===== config.mk =====
export PLATFORM = sky130hd
export DESIGN_NAME = fwd_hazard_ctrl
export DESIGN_NICKNAME = d
export VERILOG_FILES = /design/src/rtl/fwd_hazard_ctrl.sv
export SDC_FILE = /design/constraint.sdc
export NUM_CORES = 1
export LEC_CHECK = 0
export ABC_AREA = 1
export CORE_MARGIN = 1.5
export CORE_UTILIZATION = 45
export DETAILED_ROUTE_END_ITERATION = 12
export GPL_TIMING_DRIVEN = 0
export PLACE_DENSITY = 0.82
export SKIP_CTS_REPAIR_TIMING = 1
export SLEW_MARGIN = 20
export SYNTH_ARGS = -nofsm -noshare
export SYNTH_HDL_FRONTEND = slang
export SYNTH_SLANG_ARGS = --single-unit

===== constraint.sdc =====
create_clock -name clk -period 2.2 [get_ports clk]
set_input_delay 0.22 -clock clk [delete_from_list [all_inputs] [get_ports clk]]
set_output_delay 0.22 -clock clk [all_outputs]
set_load 0.05 [all_outputs]

===== src/rtl/fwd_hazard_ctrl.sv =====
// Operand forwarding and hazard controller beside EXE: forwarding selects,
// load-use stall/bubble, memory freeze, memory-wait watchdog and stall counter.
// Define FWD_HAZARD_FORWARDING_EN to enable forwarding. Without it, fwd_sel is
// held at 0 and every RAW dependency on a not-yet-written value stalls.
module fwd_hazard_ctrl #(
  parameter int REG_AW    = 4,
  parameter int NUM_SRC   = 3,
  parameter int FWD_DEPTH = 2,
  parameter int WAIT_MAX  = 64,
  localparam int SELW     = $clog2(FWD_DEPTH + 1)
) (
  input  logic                        clk,
  input  logic                        rst_n,
  input  logic [NUM_SRC*REG_AW-1:0]   exe_src,
  input  logic [NUM_SRC-1:0]          exe_src_vld,
  input  logic [NUM_SRC*REG_AW-1:0]   id_src,
  input  logic [NUM_SRC-1:0]          id_src_vld,
  input  logic                        exe_wb_en,
  input  logic                        exe_mem_r_en,
  input  logic [REG_AW-1:0]           exe_dest,
  input  logic [FWD_DEPTH-1:0]        stg_wb_en,
  input  logic [FWD_DEPTH*REG_AW-1:0] stg_dest,
  input  logic                        flush,
  input  logic                        mem_req,
  input  logic                        mem_ready,
  output logic [NUM_SRC*SELW-1:0]     fwd_sel,
  output logic                        stall_if_id,
  output logic                        bubble_id_exe,
  output logic                        freeze,
  output logic                        mem_timeout,
  output logic [15:0]                 stall_cnt
);

  // state  | meaning
  // S_RUN  | memory idle or completing this cycle
  // S_WAIT | pipeline frozen on an outstanding data-memory access
  typedef enum logic {S_RUN = 1'b0, S_WAIT = 1'b1} state_t;

  localparam int CNTW = $clog2(WAIT_MAX + 1);

  state_t          state_q, state_d;
  logic [CNTW-1:0] wait_cnt_q, wait_cnt_d;
  logic            mem_timeout_q, mem_timeout_d;
  logic [15:0]     stall_cnt_q, stall_cnt_d;
  logic            hazard;
  logic            lu;

  always_comb begin
    fwd_sel = '0;
    hazard  = 1'b0;
`ifdef FWD_HAZARD_FORWARDING_EN
    // Scan from WB toward MEM so the nearest matching stage overrides.
    for (int i = 0; i < NUM_SRC; i++) begin
      if (exe_src_vld[i]) begin
        for (int k = FWD_DEPTH; k >= 1; k--) begin
          if (stg_wb_en[k-1] && (stg_dest[(k-1)*REG_AW +: REG_AW] == exe_src[i*REG_AW +: REG_AW]))
            fwd_sel[i*SELW +: SELW] = SELW'(k);
        end
      end
    end
    for (int i = 0; i < NUM_SRC; i++) begin
      if (id_src_vld[i] && (id_src[i*REG_AW +: REG_AW] == exe_dest))
        hazard = hazard | (exe_mem_r_en & exe_wb_en);
    end
`else
    // WB is left out: the register file writes before it reads.
    for (int i = 0; i < NUM_SRC; i++) begin
      if (id_src_vld[i]) begin
        if (exe_wb_en && (id_src[i*REG_AW +: REG_AW] == exe_dest))
          hazard = 1'b1;
        for (int k = 1; k < FWD_DEPTH; k++) begin
          if (stg_wb_en[k-1] && (stg_dest[(k-1)*REG_AW +: REG_AW] == id_src[i*REG_AW +: REG_AW]))
            hazard = 1'b1;
        end
      end
    end
`endif
  end

`ifndef FWD_HAZARD_FORWARDING_EN
  logic unused_sigs;
  assign unused_sigs = ^{exe_src, exe_src_vld, exe_mem_r_en, stg_dest, stg_wb_en};
`endif

  assign lu            = hazard & ~flush;
  assign freeze        = mem_req & ~mem_ready;
  assign stall_if_id   = freeze | lu;
  assign bubble_id_exe = ~freeze & lu;

  // wait_cnt counts consecutive frozen cycles, including the one spent in RUN.
  always_comb begin
    state_d       = state_q;
    wait_cnt_d    = wait_cnt_q;
    mem_timeout_d = mem_timeout_q;
    stall_cnt_d   = stall_cnt_q;
    case (state_q)
      S_RUN: begin
        wait_cnt_d = freeze ? CNTW'(1) : '0;
        if (freeze) begin
          state_d = S_WAIT;
          if (WAIT_MAX == 1) mem_timeout_d = 1'b1;
        end
      end
      S_WAIT: begin
        if (wait_cnt_q != CNTW'(WAIT_MAX)) wait_cnt_d = wait_cnt_q + CNTW'(1);
        if (freeze && (wait_cnt_q == CNTW'(WAIT_MAX - 1))) mem_timeout_d = 1'b1;
        if (!freeze) state_d = S_RUN;
      end
      default: state_d = S_RUN;
    endcase
    if (stall_if_id && (stall_cnt_q != 16'hFFFF)) stall_cnt_d = stall_cnt_q + 16'd1;
  end

  always_ff @(posedge clk or negedge rst_n) begin
    if (!rst_n) begin
      state_q       <= S_RUN;
      wait_cnt_q    <= '0;
      mem_timeout_q <= 1'b0;
      stall_cnt_q   <= '0;
    end else begin
      state_q       <= state_d;
      wait_cnt_q    <= wait_cnt_d;
      mem_timeout_q <= mem_timeout_d;
      stall_cnt_q   <= stall_cnt_d;
    end
  end

  assign mem_timeout = mem_timeout_q;
  assign stall_cnt   = stall_cnt_q;

endmodule


### Pin placement, run 1

Pins as bars across the die edge, other pins in grey.
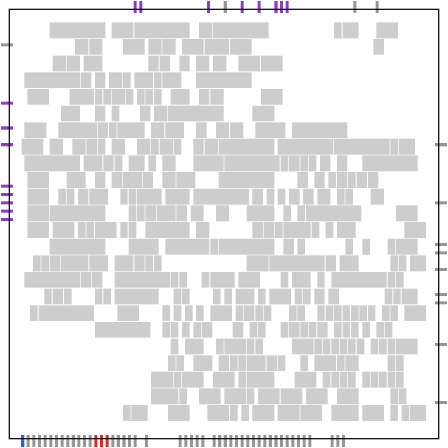
- stall_cnt: purple (pins 16; direction output; edge 8 left, 8 top)
- exe_src_vld: red (pins 3; direction input; edge bottom)
- exe_mem_r_en: blue (pins 1; direction input; edge bottom)
- all pins by edge: 48 bottom, 11 top, 9 left, 9 right
Die Width: 70.0 um
tally of buffers added on design ports: 49
Vert. Die Dim: 70.0 um

### Wiring by layer, run 1

Two of the layers only.
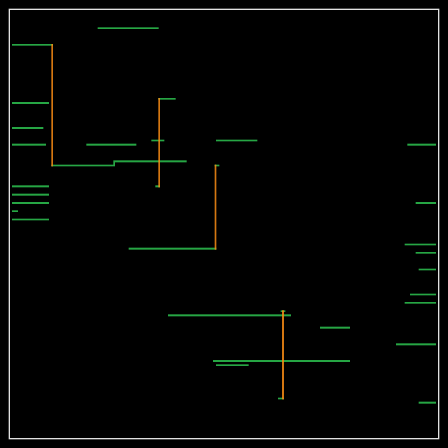
- M4: orange (wire length 61.9 um)
- M3: green (wire length 199 um)
Tot GR Track Use: 19.7%
wire per inst: 11.6 um

### Track usage over the die, run 1

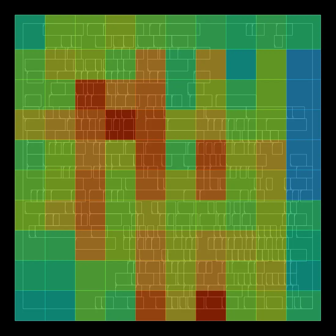
final core area utilization: 61.3%
met3 usage in global routing: 3.46%
GR Util met1: 24.8%
global-route track usage on met2: 34.5%

==> run summary, run 1 <==
Figures from the flow reports.

Final timing:
- The run puts the minimum clock period at 2.14 ns.
- The run puts the actual transition at the worst max-transition pin at 0.593 ns.
- The run gives the hold violation count in the final report as 0.

Power:
- Dividing total power by cell area gives a power density of 525 nW/um2.
- The run puts the total power of the final layout at 1.39 mW.
- The run puts the power dissipated in sequential cells at 572 uW.
- Combinational logic is responsible for 38.7% of the overall power.
- In the power breakdown, the biggest contributor is registers.
- Of the total power, the share spent switching nets is 40.0%.

Route:
- The run gives the average vias per placed instance as 4.86.
- For this block, wires on met1 add up to 2.02 mm.
- The run gives the number of DRC violations after detailed routing as 0.
- The run gives the detailed router's first-iteration violation count as 92.

GRT:
- The run gives the wire length of the first global-routing pass as 7.93 mm.
- The run gives the final global-route overflow total as 0.

Finish:
- The run puts the number of antenna repair diodes at 0.
- The run gives the share of cell area taken by multi-input logic gates as 45.5%.
- The run gives the count of clock buffers in the final design as 3.
- The run gives the number of inserted filler cells in the final layout as 391.
- The run puts the multi-input gate count at 225.
- The fraction of cell area in sequential cells is reported as 23.6%.

Setup path:
- The critical path runs through a total of 4 cells.
- Per the timing report, the most critical flop-to-flop path finishes at stall_cnt[10].
- The run gives the capture point of the worst path as freeze.
- Max fanout on the critical path was recorded as 6.
- The run gives the buffer and inverter count on the worst path as 3.

Synthesis:
- The run puts the share of synthesized area spent on multiplexers at 0%.
- The run puts the count of mapped cells out of synthesis at 287.

Place:
- Timing analysis after detailed placement gives a worst setup slack of -0.508 ns.

Status:
- The flow ran to the end, and the final reports show no timing, DRC or antenna violations.

Die:
- Before placement the cells fill 46.6% of the core.
- The run gives the die footprint as 4890 um2.

Clock network:
- Clock latency on the worst-skew pair, taken at its later pin, is 0.27 ns.
==> run 2, diff against run 1 <==
--- a/config.mk
+++ b/config.mk
@@ -6,6 +6,7 @@
 export NUM_CORES = 1
 export LEC_CHECK = 0
 export ABC_AREA = 1
+export CAP_MARGIN = 5
 export CORE_MARGIN = 1.5
 export CORE_UTILIZATION = 45
 export DETAILED_ROUTE_END_ITERATION = 12
### Pin placement, run 2

Pins as bars across the die edge, other pins in grey.
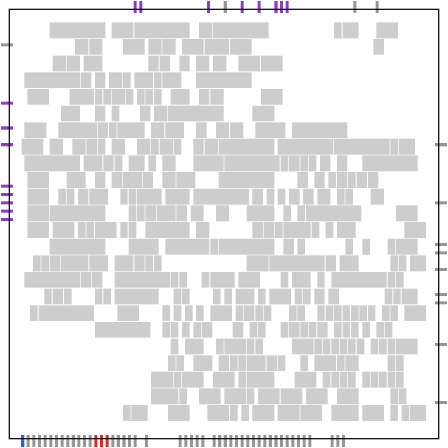

==> run 2 against run 1 <==
Non-clock buffer count unchanged; utilization unchanged; design area unchanged; synthesized area unchanged; worst setup slack unchanged; highest routed layer unchanged; maximum frequency unchanged; combinational power about the same; critical path type unchanged; wire length unchanged; critical path depth unchanged; final cell count unchanged; hold slack unchanged; first-iteration DRC count unchanged.
==> run summary, run 2 <==
Figures from the flow reports.

Status:
- Result of the run: completed (unchanged).

Finish:
- The run puts the number of antenna repair diodes at 0 (unchanged).
- The run puts the end-of-flow core utilization at 61.3% (unchanged).
- The share of cell area taken by multi-input logic gates came to 45.5% (unchanged).
- The count of clock buffers in the final design is 3 (unchanged).

GRT:
- The wire length of the first global-routing pass came to 7.93 mm (unchanged).
- The run gives the overall routing resource usage as 19.7% (unchanged).
- The run gives the fraction of met3 tracks used by global routing as 3.46% (unchanged).

Setup path:
- The run puts the maximum fanout count along the critical path at 6 (unchanged).
- The run gives the buffer and inverter count on the worst path as 3 (unchanged).

Die:
- The die footprint is 4890 um2 (unchanged).
- The run puts the die outline width at 70.0 um (unchanged).
- The run puts the initial cell density of the core at 46.6% (unchanged).

Final timing:
- The run puts the actual transition at the worst max-transition pin at 0.593 ns (unchanged).
- The hold violation count in the final report came to 0 (unchanged).
- The minimum clock period is 2.14 ns (unchanged).

Clock network:
- The insertion delay at the late pin of the worst-skew pair is 0.27 ns (about the same).

Route:
- The run gives the average vias per placed instance as 4.86 (unchanged).
- The run gives the routed length on met1 as 2.02 mm (unchanged).

Power:
- The run puts the power density normalized to cell area at 525 nW/um2 (unchanged).
- The run gives the group drawing the most power as registers (unchanged).

Synthesis:
- The run gives the share of synthesized area spent on multiplexers as 0% (unchanged).

Place:
- The run gives the number of port buffers as 49 (unchanged).
- The run gives the setup slack at placement as -0.508 ns (unchanged).
Power is estimated from default activity; no workload was simulated.
